`config.mk`:
```
export PLATFORM = sky130hd
export DESIGN_NAME = li_expander
export DESIGN_NICKNAME = d
export VERILOG_FILES = /design/src/rtl/li_expander.sv
export SDC_FILE = /design/constraint.sdc
export NUM_CORES = 1
export LEC_CHECK = 0
export ABC_CLOCK_PERIOD_IN_PS = 4150
export CORE_UTILIZATION = 55
export CTS_BUF_LIST = sky130_fd_sc_hd__clkbuf_8
export DETAILED_ROUTE_END_ITERATION = 10
export MAX_ROUTING_LAYER = met4
export PLACE_DENSITY_LB_ADDON = 0.05
export SLEW_MARGIN = 10
export SYNTH_ARGS = -nofsm -noshare
export SYNTH_HDL_FRONTEND = slang
export SYNTH_SLANG_ARGS = --single-unit
```
`constraint.sdc`:
```
create_clock -name clk -period 4.15 [get_ports clk]
set_clock_uncertainty 0.2 [all_clocks]
set_input_delay 1.245 -clock clk [delete_from_list [all_inputs] [get_ports clk]]
set_output_delay 1.245 -clock clk [all_outputs]
set_load 0.02 [all_outputs]
```
`src/rtl/li_expander.sv`:
```
// ---------------------------------------------------------------------------
// li_expander
//   Expands a 32-bit constant load into the shortest MIPS sequence that
//   rebuilds it in register rt: addiu, ori, lui, or lui followed by ori.
//   Words are streamed one per handshake.
//
// Handshake semantics (both sides): a transfer happens on a rising clk edge
// where valid and ready are both high. Once out_valid is raised it stays high,
// with out_instr/out_last stable, until that transfer happens. in_ready
// depends on state only; a producer must hold its request until accepted.
//
// Ports
//   clk, rst_n      clock, asynchronous active-low reset
//   in_valid        request present
//   in_ready        expander idle and able to accept a request
//   in_value[31:0]  constant to load
//   in_rt[4:0]      destination register
//   out_valid       out_instr holds a valid instruction word
//   out_ready       consumer accepts out_instr
//   out_instr[31:0] encoded instruction word
//   out_last        final word of the current sequence
//   expand_cnt      number of two-word expansions, wraps at 16 bits
// ---------------------------------------------------------------------------
module li_expander (
  input  logic        clk,
  input  logic        rst_n,
  input  logic        in_valid,
  output logic        in_ready,
  input  logic [31:0] in_value,
  input  logic [4:0]  in_rt,
  output logic        out_valid,
  input  logic        out_ready,
  output logic [31:0] out_instr,
  output logic        out_last,
  output logic [15:0] expand_cnt
);

  typedef enum logic [1:0] {
    ST_IDLE  = 2'd0,
    ST_EMIT1 = 2'd1,
    ST_EMIT2 = 2'd2
  } state_e;

  localparam logic [5:0] OP_ADDIU = 6'h09;
  localparam logic [5:0] OP_ORI   = 6'h0D;
  localparam logic [5:0] OP_LUI   = 6'h0F;

  state_e      state_q, state_d;
  logic [15:0] lo_q, lo_d;
  logic [4:0]  rt_q, rt_d;
  logic        out_valid_q, out_valid_d;
  logic [31:0] out_instr_q, out_instr_d;
  logic        out_last_q, out_last_d;
  logic [15:0] cnt_q, cnt_d;

  // Request classification, evaluated directly on the request inputs.
  logic [15:0] req_lo;
  logic [15:0] req_hi;
  logic        is_sext;
  logic        is_zext;
  logic        is_hionly;
  logic        is_full;
  logic [31:0] first_word;
  logic [31:0] ori_word;

  always_comb begin
    req_lo     = in_value[15:0];
    req_hi     = in_value[31:16];
    is_sext    = (in_value[31:15] == '0) || (in_value[31:15] == '1);
    is_zext    = (req_hi == 16'h0000);
    is_hionly  = (req_lo == 16'h0000);
    is_full    = !is_sext && !is_zext && !is_hionly;
    if (is_sext) begin
      first_word = {OP_ADDIU, 5'd0, in_rt, req_lo};
    end else if (is_zext) begin
      first_word = {OP_ORI, 5'd0, in_rt, req_lo};
    end else begin
      // HIONLY and FULL both start with lui rt,hi.
      first_word = {OP_LUI, 5'd0, in_rt, req_hi};
    end
  end

  // Second word of a FULL expansion, built from the latched request.
  assign ori_word = {OP_ORI, rt_q, rt_q, lo_q};

  always_comb begin
    state_d     = state_q;
    lo_d        = lo_q;
    rt_d        = rt_q;
    out_valid_d = out_valid_q;
    out_instr_d = out_instr_q;
    out_last_d  = out_last_q;
    cnt_d       = cnt_q;
    case (state_q)
      ST_IDLE: begin
        if (in_valid) begin
          lo_d        = in_value[15:0];
          rt_d        = in_rt;
          out_valid_d = 1'b1;
          out_instr_d = first_word;
          out_last_d  = !is_full;
          state_d     = ST_EMIT1;
        end
      end
      ST_EMIT1: begin
        if (out_ready) begin
          // out_last_q already records whether this was a one-word sequence.
          if (out_last_q) begin
            out_valid_d = 1'b0;
            out_last_d  = 1'b0;
            state_d     = ST_IDLE;
          end else begin
            out_instr_d = ori_word;
            out_last_d  = 1'b1;
            cnt_d       = cnt_q + 16'd1;
            state_d     = ST_EMIT2;
          end
        end
      end
      ST_EMIT2: begin
        if (out_ready) begin
          out_valid_d = 1'b0;
          out_last_d  = 1'b0;
          state_d     = ST_IDLE;
        end
      end
      default: begin
        out_valid_d = 1'b0;
        out_last_d  = 1'b0;
        state_d     = ST_IDLE;
      end
    endcase
  end

  always_ff @(posedge clk or negedge rst_n) begin
    if (!rst_n) begin
      state_q     <= ST_IDLE;
      lo_q        <= 16'h0000;
      rt_q        <= 5'd0;
      out_valid_q <= 1'b0;
      out_instr_q <= 32'h0000_0000;
      out_last_q  <= 1'b0;
      cnt_q       <= 16'h0000;
    end else begin
      state_q     <= state_d;
      lo_q        <= lo_d;
      rt_q        <= rt_d;
      out_valid_q <= out_valid_d;
      out_instr_q <= out_instr_d;
      out_last_q  <= out_last_d;
      cnt_q       <= cnt_d;
    end
  end

  assign in_ready   = (state_q == ST_IDLE);
  assign out_valid  = out_valid_q;
  assign out_instr  = out_instr_q;
  assign out_last   = out_last_q;
  assign expand_cnt = cnt_q;

endmodule

```
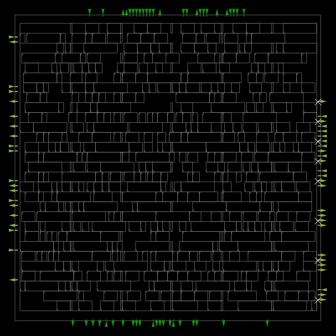
Fig. 1. Placement view (run 1).
fillers: 467
Final Non-Filler Cells: 560
sequential cells: 70

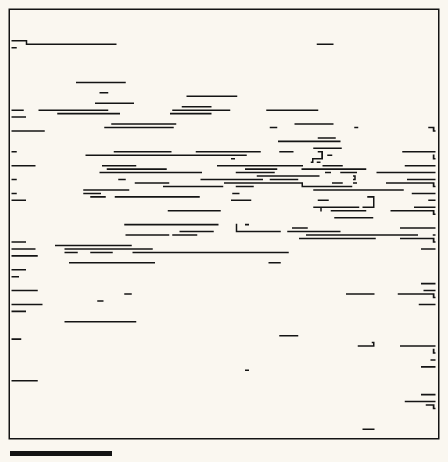
Fig. 2. M3 wires (run 1).
Scale bar: 20 um.
The layer holds 8.3% of the routed length. The wires run mostly horizontal. The longest straight run is 31.3 um. The layer carries 875 um of wire. 95 nets have wire on it.
vias after detailed routing: 3595
final WL: 10500 um
met3 Use GR: 5.04%

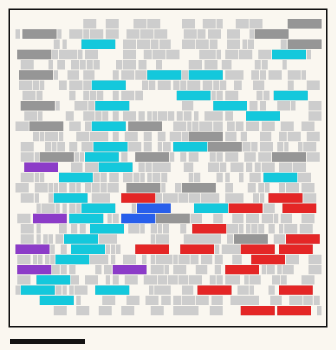
Fig. 3. Sequential cells grouped by signal name (run 1).
Scale bar: 20 um.
state_q: in blue, placed flops 2. expand_cnt: in red, placed flops 16. rt_q: in purple, placed flops 5, where lower left. out_instr: in cyan, placed flops 29, where widely spread.
Another 18 sequential cells are not colored.

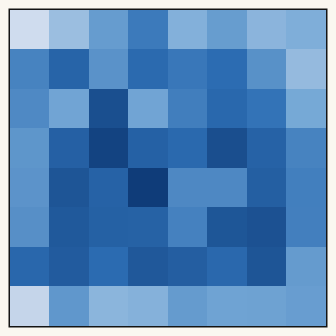
Fig. 4. Local utilization (run 1).
8 x 8 tiles, from white (low) to dark blue (high), 0 to 100% covered.
The fullest tile reaches 95%. The mean over all tiles is 67%. 42% of the tiles are over 75% full.

==> impl_metrics.env, run 1 <==
# yosys + openroad results
export IMPL_hold_start="expand_cnt[15]"
export IMPL_finalPower_mw=3.28
export IMPL_top_logic_kind="simple AND/OR/NAND/NOR gates"
export IMPL_grt_max_degree=71
export IMPL_ios=92
export IMPL_power_density_nw_per_um2=682
export IMPL_layout_top_cell="clkdlybuf4s50_1"
export IMPL_warnings=26
export IMPL_status="finished with violations"
export IMPL_fin_hold_ws_ns=0.270
export IMPL_post_cts_resized=0
export IMPL_ys_sh_simple_pct=22.5
export IMPL_path_depth=6
export IMPL_synthTopCellsByArea="dfrtp_1 47%, o211a_1 8.1%, nand2_1 5.9%"
export IMPL_common_cells="70 x dfrtp_1, 58 x nand2_1, 39 x o21ai_0"
export IMPL_drtIter0Drc=453
export IMPL_switchingPower_mw=1.39
export IMPL_avgSynthCellArea_sq_um=9.24
export IMPL_use_met1_pct=40.1
export IMPL_cp_endpoint="out_instr[27]"
export IMPL_root_buffer="clkbuf_8"
export IMPL_lay_top_cells="88 x clkdlybuf4s50_1, 70 x dfrtp_1, 58 x nand2_1"
export IMPL_dp_cells=545
export IMPL_clock_latency_ns=0.34
export IMPL_design_area_sq_um=4800
export IMPL_edf_count=0
export IMPL_buffers_excl_clock=100
export IMPL_worstRegToRegCells=4
export IMPL_seq_cell_power_mw=1.18
export IMPL_crit_start="in_value[17]"
export IMPL_hold_viol_final=0
export IMPL_ys_ff=70
export IMPL_yosys_stat_area_sq_um=3690
export IMPL_area_delta_synth_final_pct=30.2
export IMPL_cts_htree_levels=3
export IMPL_largest_register_ff_count=29
export IMPL_crit_path_start_kind="input port"
export IMPL_rr_endpoint="out_instr[28]"
export IMPL_yosysTopAreaCellShare_pct=47.5
export IMPL_rr_startpoint="state_q[0]"
export IMPL_drt_drc_violations_left=16
export IMPL_critPathMaxFanout=12
export IMPL_arrival_ns=3.29
export IMPL_max_freq_mhz=307
export IMPL_gr_usage_met2_pct=48.7
export IMPL_critPathKind="in -> reg"
export IMPL_failed_checks="design-rule violations"
export IMPL_clk_share_pct=3.62
export IMPL_n_all_inverters=21
export IMPL_required_ns=4.19
Fig. 5: run 1, cell classes on the final placement
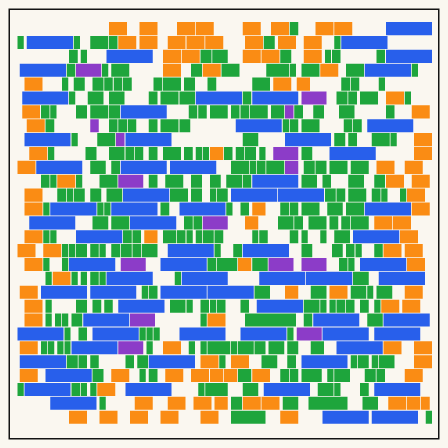

## Run 2: what changed since run 1
--- a/config.mk
+++ b/config.mk
@@ -5,8 +5,8 @@
 export SDC_FILE = /design/constraint.sdc
 export NUM_CORES = 1
 export LEC_CHECK = 0
-export ABC_CLOCK_PERIOD_IN_PS = 4150
-export CORE_UTILIZATION = 55
+export ABC_CLOCK_PERIOD_IN_PS = 3000
+export CORE_UTILIZATION = 51
 export CTS_BUF_LIST = sky130_fd_sc_hd__clkbuf_8
 export DETAILED_ROUTE_END_ITERATION = 10
 export MAX_ROUTING_LAYER = met4
==> constraint.sdc (replaced) <==
create_clock -name clk -period 3 [get_ports clk]
set_clock_uncertainty 0.2 [all_clocks]
set_input_delay 0.9 -clock clk [delete_from_list [all_inputs] [get_ports clk]]
set_output_delay 0.9 -clock clk [all_outputs]
set_load 0.02 [all_outputs]
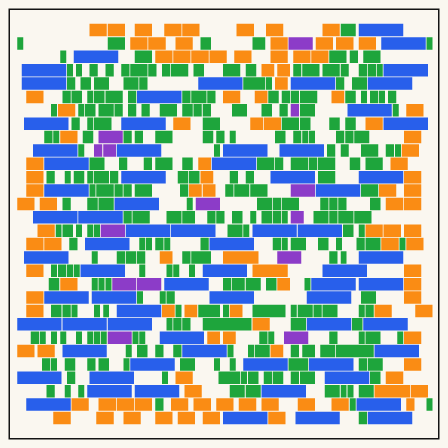
Fig. 6. Cell classes on the final placement (run 2).
remaining buffers and delay cells: in orange, cells 110. combinational and other logic: in green, cells 298. clock drivers and dummy loads: in purple, cells 14. sequential cells: in blue, cells 70.

==> run 2 against run 1 <==
The run now ends clean; non-clock buffer count rose by 10; synthesized cell count unchanged; worst setup slack worse by 0.66 ns; combinational power grew 39%; sequential cell count unchanged; routed wire length down 4.8%; total power is 37% higher; critical endpoint is now in_ready; highest routed layer unchanged.
==> impl_metrics.env, run 2 <==
# yosys + openroad results
export IMPL_cap_violations=0
export IMPL_post_cts_resized=0
export IMPL_status="finished, final reports clean"
export IMPL_final_max_slew_viol_count=0
export IMPL_via_count=3536
export IMPL_antennaDiodeCount=0
export IMPL_warnings=26
export IMPL_crit_start="state_q[0]"
export IMPL_cp_num_buf_inv=1
export IMPL_ff_count=70
export IMPL_p_int_mw=2.63
export IMPL_seq_cell_power_mw=1.61
export IMPL_ys_ff=70
export IMPL_crit_path_start_kind="register"
export IMPL_hold_viol_final=0
export IMPL_critPathKind="reg -> out"
export IMPL_cp_endpoint="in_ready"
export IMPL_hold_start="expand_cnt[15]"
export IMPL_pwr_share_comb_pct=49.6
export IMPL_switchingPower_mw=1.87
export IMPL_avgSynthCellArea_sq_um=9.24
export IMPL_cts_tree="built"
export IMPL_wirelength_um=9990
export IMPL_drtIter0Drc=211
export IMPL_rr_endpoint="expand_cnt[15]"
export IMPL_common_cells="70 x dfrtp_1, 58 x nand2_1, 39 x o21ai_0"
export IMPL_use_met1_pct=37.1
export IMPL_ys_sh_simple_pct=22.5
export IMPL_yosysTopAreaCellShare_pct=47.5
export IMPL_max_freq_mhz=362
export IMPL_lay_top_cells="88 x clkdlybuf4s50_1, 70 x dfrtp_1, 58 x nand2_1"
export IMPL_dieArea_sq_um=7580
export IMPL_ios=92
export IMPL_fin_hold_ws_ns=0.278
export IMPL_edf_count=0
export IMPL_largest_register_ff_count=29
export IMPL_dp_cells=574
export IMPL_aoi_share_pct=19.8
export IMPL_arrival_ns=1.66
export IMPL_synthTopCellsByArea="dfrtp_1 47%, o211a_1 8.1%, nand2_1 5.9%"
export IMPL_layout_top_cell="clkdlybuf4s50_1"
export IMPL_taps=96
export IMPL_utilization_pct=71.3
export IMPL_worstRegToRegCells=5
export IMPL_clk_share_pct=3.30
export IMPL_design_area_sq_um=4920
export IMPL_root_buffer="clkbuf_8"
export IMPL_required_ns=1.90
export IMPL_buffers_excl_clock=110
export IMPL_path_depth=2
export IMPL_top_logic_kind="simple AND/OR/NAND/NOR gates"
export IMPL_drt_drc_violations_left=0
export IMPL_grt_max_degree=71
export IMPL_slowest_stage="clkdlybuf4s50_1"
export IMPL_cts_htree_levels=3
export IMPL_finalPower_mw=4.50
export IMPL_use_met3_pct=5.31
export IMPL_critPathMaxFanout=10
export IMPL_yosys_cell_types_count=40
export IMPL_area_delta_synth_final_pct=33.5
export IMPL_ys_warnings_count=0
export IMPL_power_density_nw_per_um2=913
export IMPL_yosys_stat_area_sq_um=3690
export IMPL_rr_startpoint="state_q[1]"
export IMPL_cp_top_family="buffers and inverters"
export IMPL_n_all_inverters=21
export IMPL_peakVddDrop_v=0.000517
export IMPL_clock_latency_ns=0.34
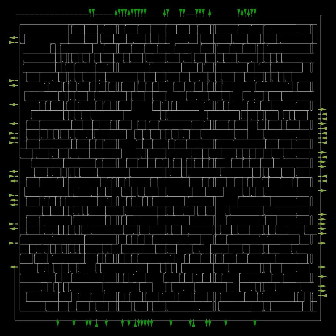
Fig. 7. Placement view (run 2).
Seq area share: 35.6%
Final Non-Filler Cells: 588
fillers: 549
Core ar.: 6910 sq um

Fig. 8: run 2, M3 wires
Scale bar: 20 um.
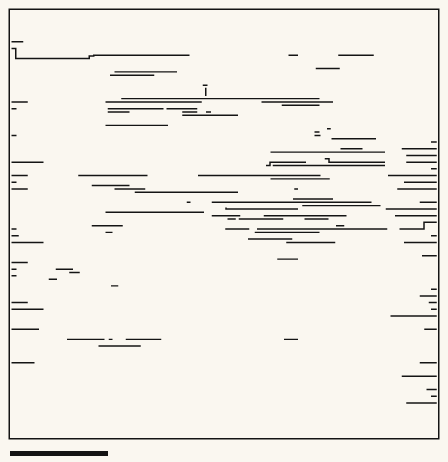

## Run 3: what changed since run 2
--- a/config.mk
+++ b/config.mk
@@ -6,9 +6,10 @@
 export NUM_CORES = 1
 export LEC_CHECK = 0
 export ABC_CLOCK_PERIOD_IN_PS = 3000
-export CORE_UTILIZATION = 51
+export CORE_UTILIZATION = 60
 export CTS_BUF_LIST = sky130_fd_sc_hd__clkbuf_8
 export DETAILED_ROUTE_END_ITERATION = 10
+export DONT_BUFFER_PORTS = 1
 export MAX_ROUTING_LAYER = met4
 export PLACE_DENSITY_LB_ADDON = 0.05
 export SLEW_MARGIN = 10
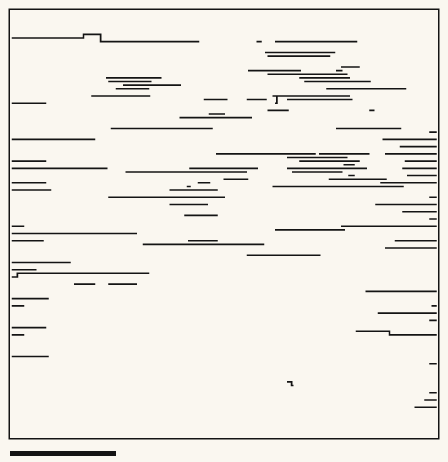
Fig. 9. M3 wires (run 3).
Scale bar: 20 um.
The layer holds 9.1% of the routed length. The layer carries 848 um of wire. 67 nets have wire on it.
vias after detailed routing: 3121
met3 Use GR: 6.93%
final WL: 9310 um

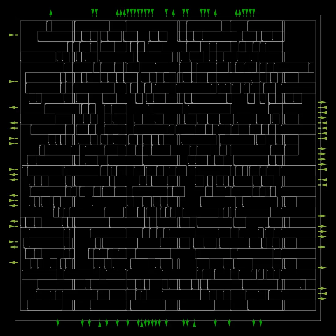
Fig. 10. Placement view (run 3).
Core ar.: 5920 sq um
Rows: 28
Final Non-Filler Cells: 470
# Taps: 75
Seq area share: 44.2%

==> run 3 against run 2 <==
Via count fell by 12%; worst hold slack got worse by 0.24 ns; non-clock buffer count decreased by 99; sequential cell count unchanged; maximum frequency rose by 6.1%; clock-buffer cell count stayed put; total power decreased by 8.5%; die size is 15% lower; highest routed layer unchanged; critical path depth increased by 2; clock power rose by 33%; sequential power rose by 19%; critical endpoint is now out_instr[16]; global-route usage rose by 2.3 points.
==> impl_metrics.env, run 3 <==
# yosys + openroad results
export IMPL_common_cells="70 x dfrtp_1, 58 x nand2_1, 39 x o21ai_0"
export IMPL_switchingPower_mw=1.77
export IMPL_utilization_pct=66.9
export IMPL_seq_cell_power_mw=1.92
export IMPL_hold_viol_final=0
export IMPL_slowest_stage="nor2b_2"
export IMPL_rr_startpoint="state_q[1]"
export IMPL_cp_top_family="simple AND/OR/NAND/NOR gates"
export IMPL_required_ns=3.02
export IMPL_critPathMaxFanout=31
export IMPL_area_delta_synth_final_pct=7.39
export IMPL_critPathKind="in -> reg"
export IMPL_worstRegToRegCells=4
export IMPL_status="finished, final reports clean"
export IMPL_ff_count=70
export IMPL_path_cells="nor2b_2, nand2_1, nand2_1, a31oi_1"
export IMPL_top_logic_kind="simple AND/OR/NAND/NOR gates"
export IMPL_final_max_slew_viol_count=0
export IMPL_cp_endpoint="out_instr[16]"
export IMPL_ys_ff=70
export IMPL_crit_start="in_valid"
export IMPL_ys_sh_simple_pct=22.5
export IMPL_peakVddDrop_v=0.000618
export IMPL_max_freq_mhz=384
export IMPL_cts_tree="built"
export IMPL_pwr_share_comb_pct=32.2
export IMPL_ios=92
export IMPL_arrival_ns=2.62
export IMPL_gr_usage_met2_pct=45.5
export IMPL_p_int_mw=2.34
export IMPL_crit_path_start_kind="input port"
export IMPL_antennaDiodeCount=0
export IMPL_use_met1_pct=42.4
export IMPL_cap_violations=0
export IMPL_finalPower_mw=4.11
export IMPL_cp_num_buf_inv=0
export IMPL_clock_latency_ns=0.35
export IMPL_grt_max_degree=71
export IMPL_fin_hold_ws_ns=0.0338
export IMPL_ys_warnings_count=0
export IMPL_n_all_inverters=21
export IMPL_cts_htree_levels=3
export IMPL_rr_endpoint="out_instr[16]"
export IMPL_yosys_cell_types_count=40
export IMPL_largest_register_ff_count=29
export IMPL_fillers=485
export IMPL_path_depth=4
export IMPL_root_buffer="clkbuf_8"
export IMPL_design_area_sq_um=3960
export IMPL_drt_drc_violations_left=0
export IMPL_edf_count=0
export IMPL_warnings=26
export IMPL_dp_cells=454
export IMPL_yosysTopAreaCellShare_pct=47.5
export IMPL_synthTopCellsByArea="dfrtp_1 47%, o211a_1 8.1%, nand2_1 5.9%"
export IMPL_aoi_share_pct=19.8
export IMPL_lay_top_cells="70 x dfrtp_1, 58 x nand2_1, 39 x o21ai_0"
Power figures rest on the tool's default switching activity, not on a simulated workload.
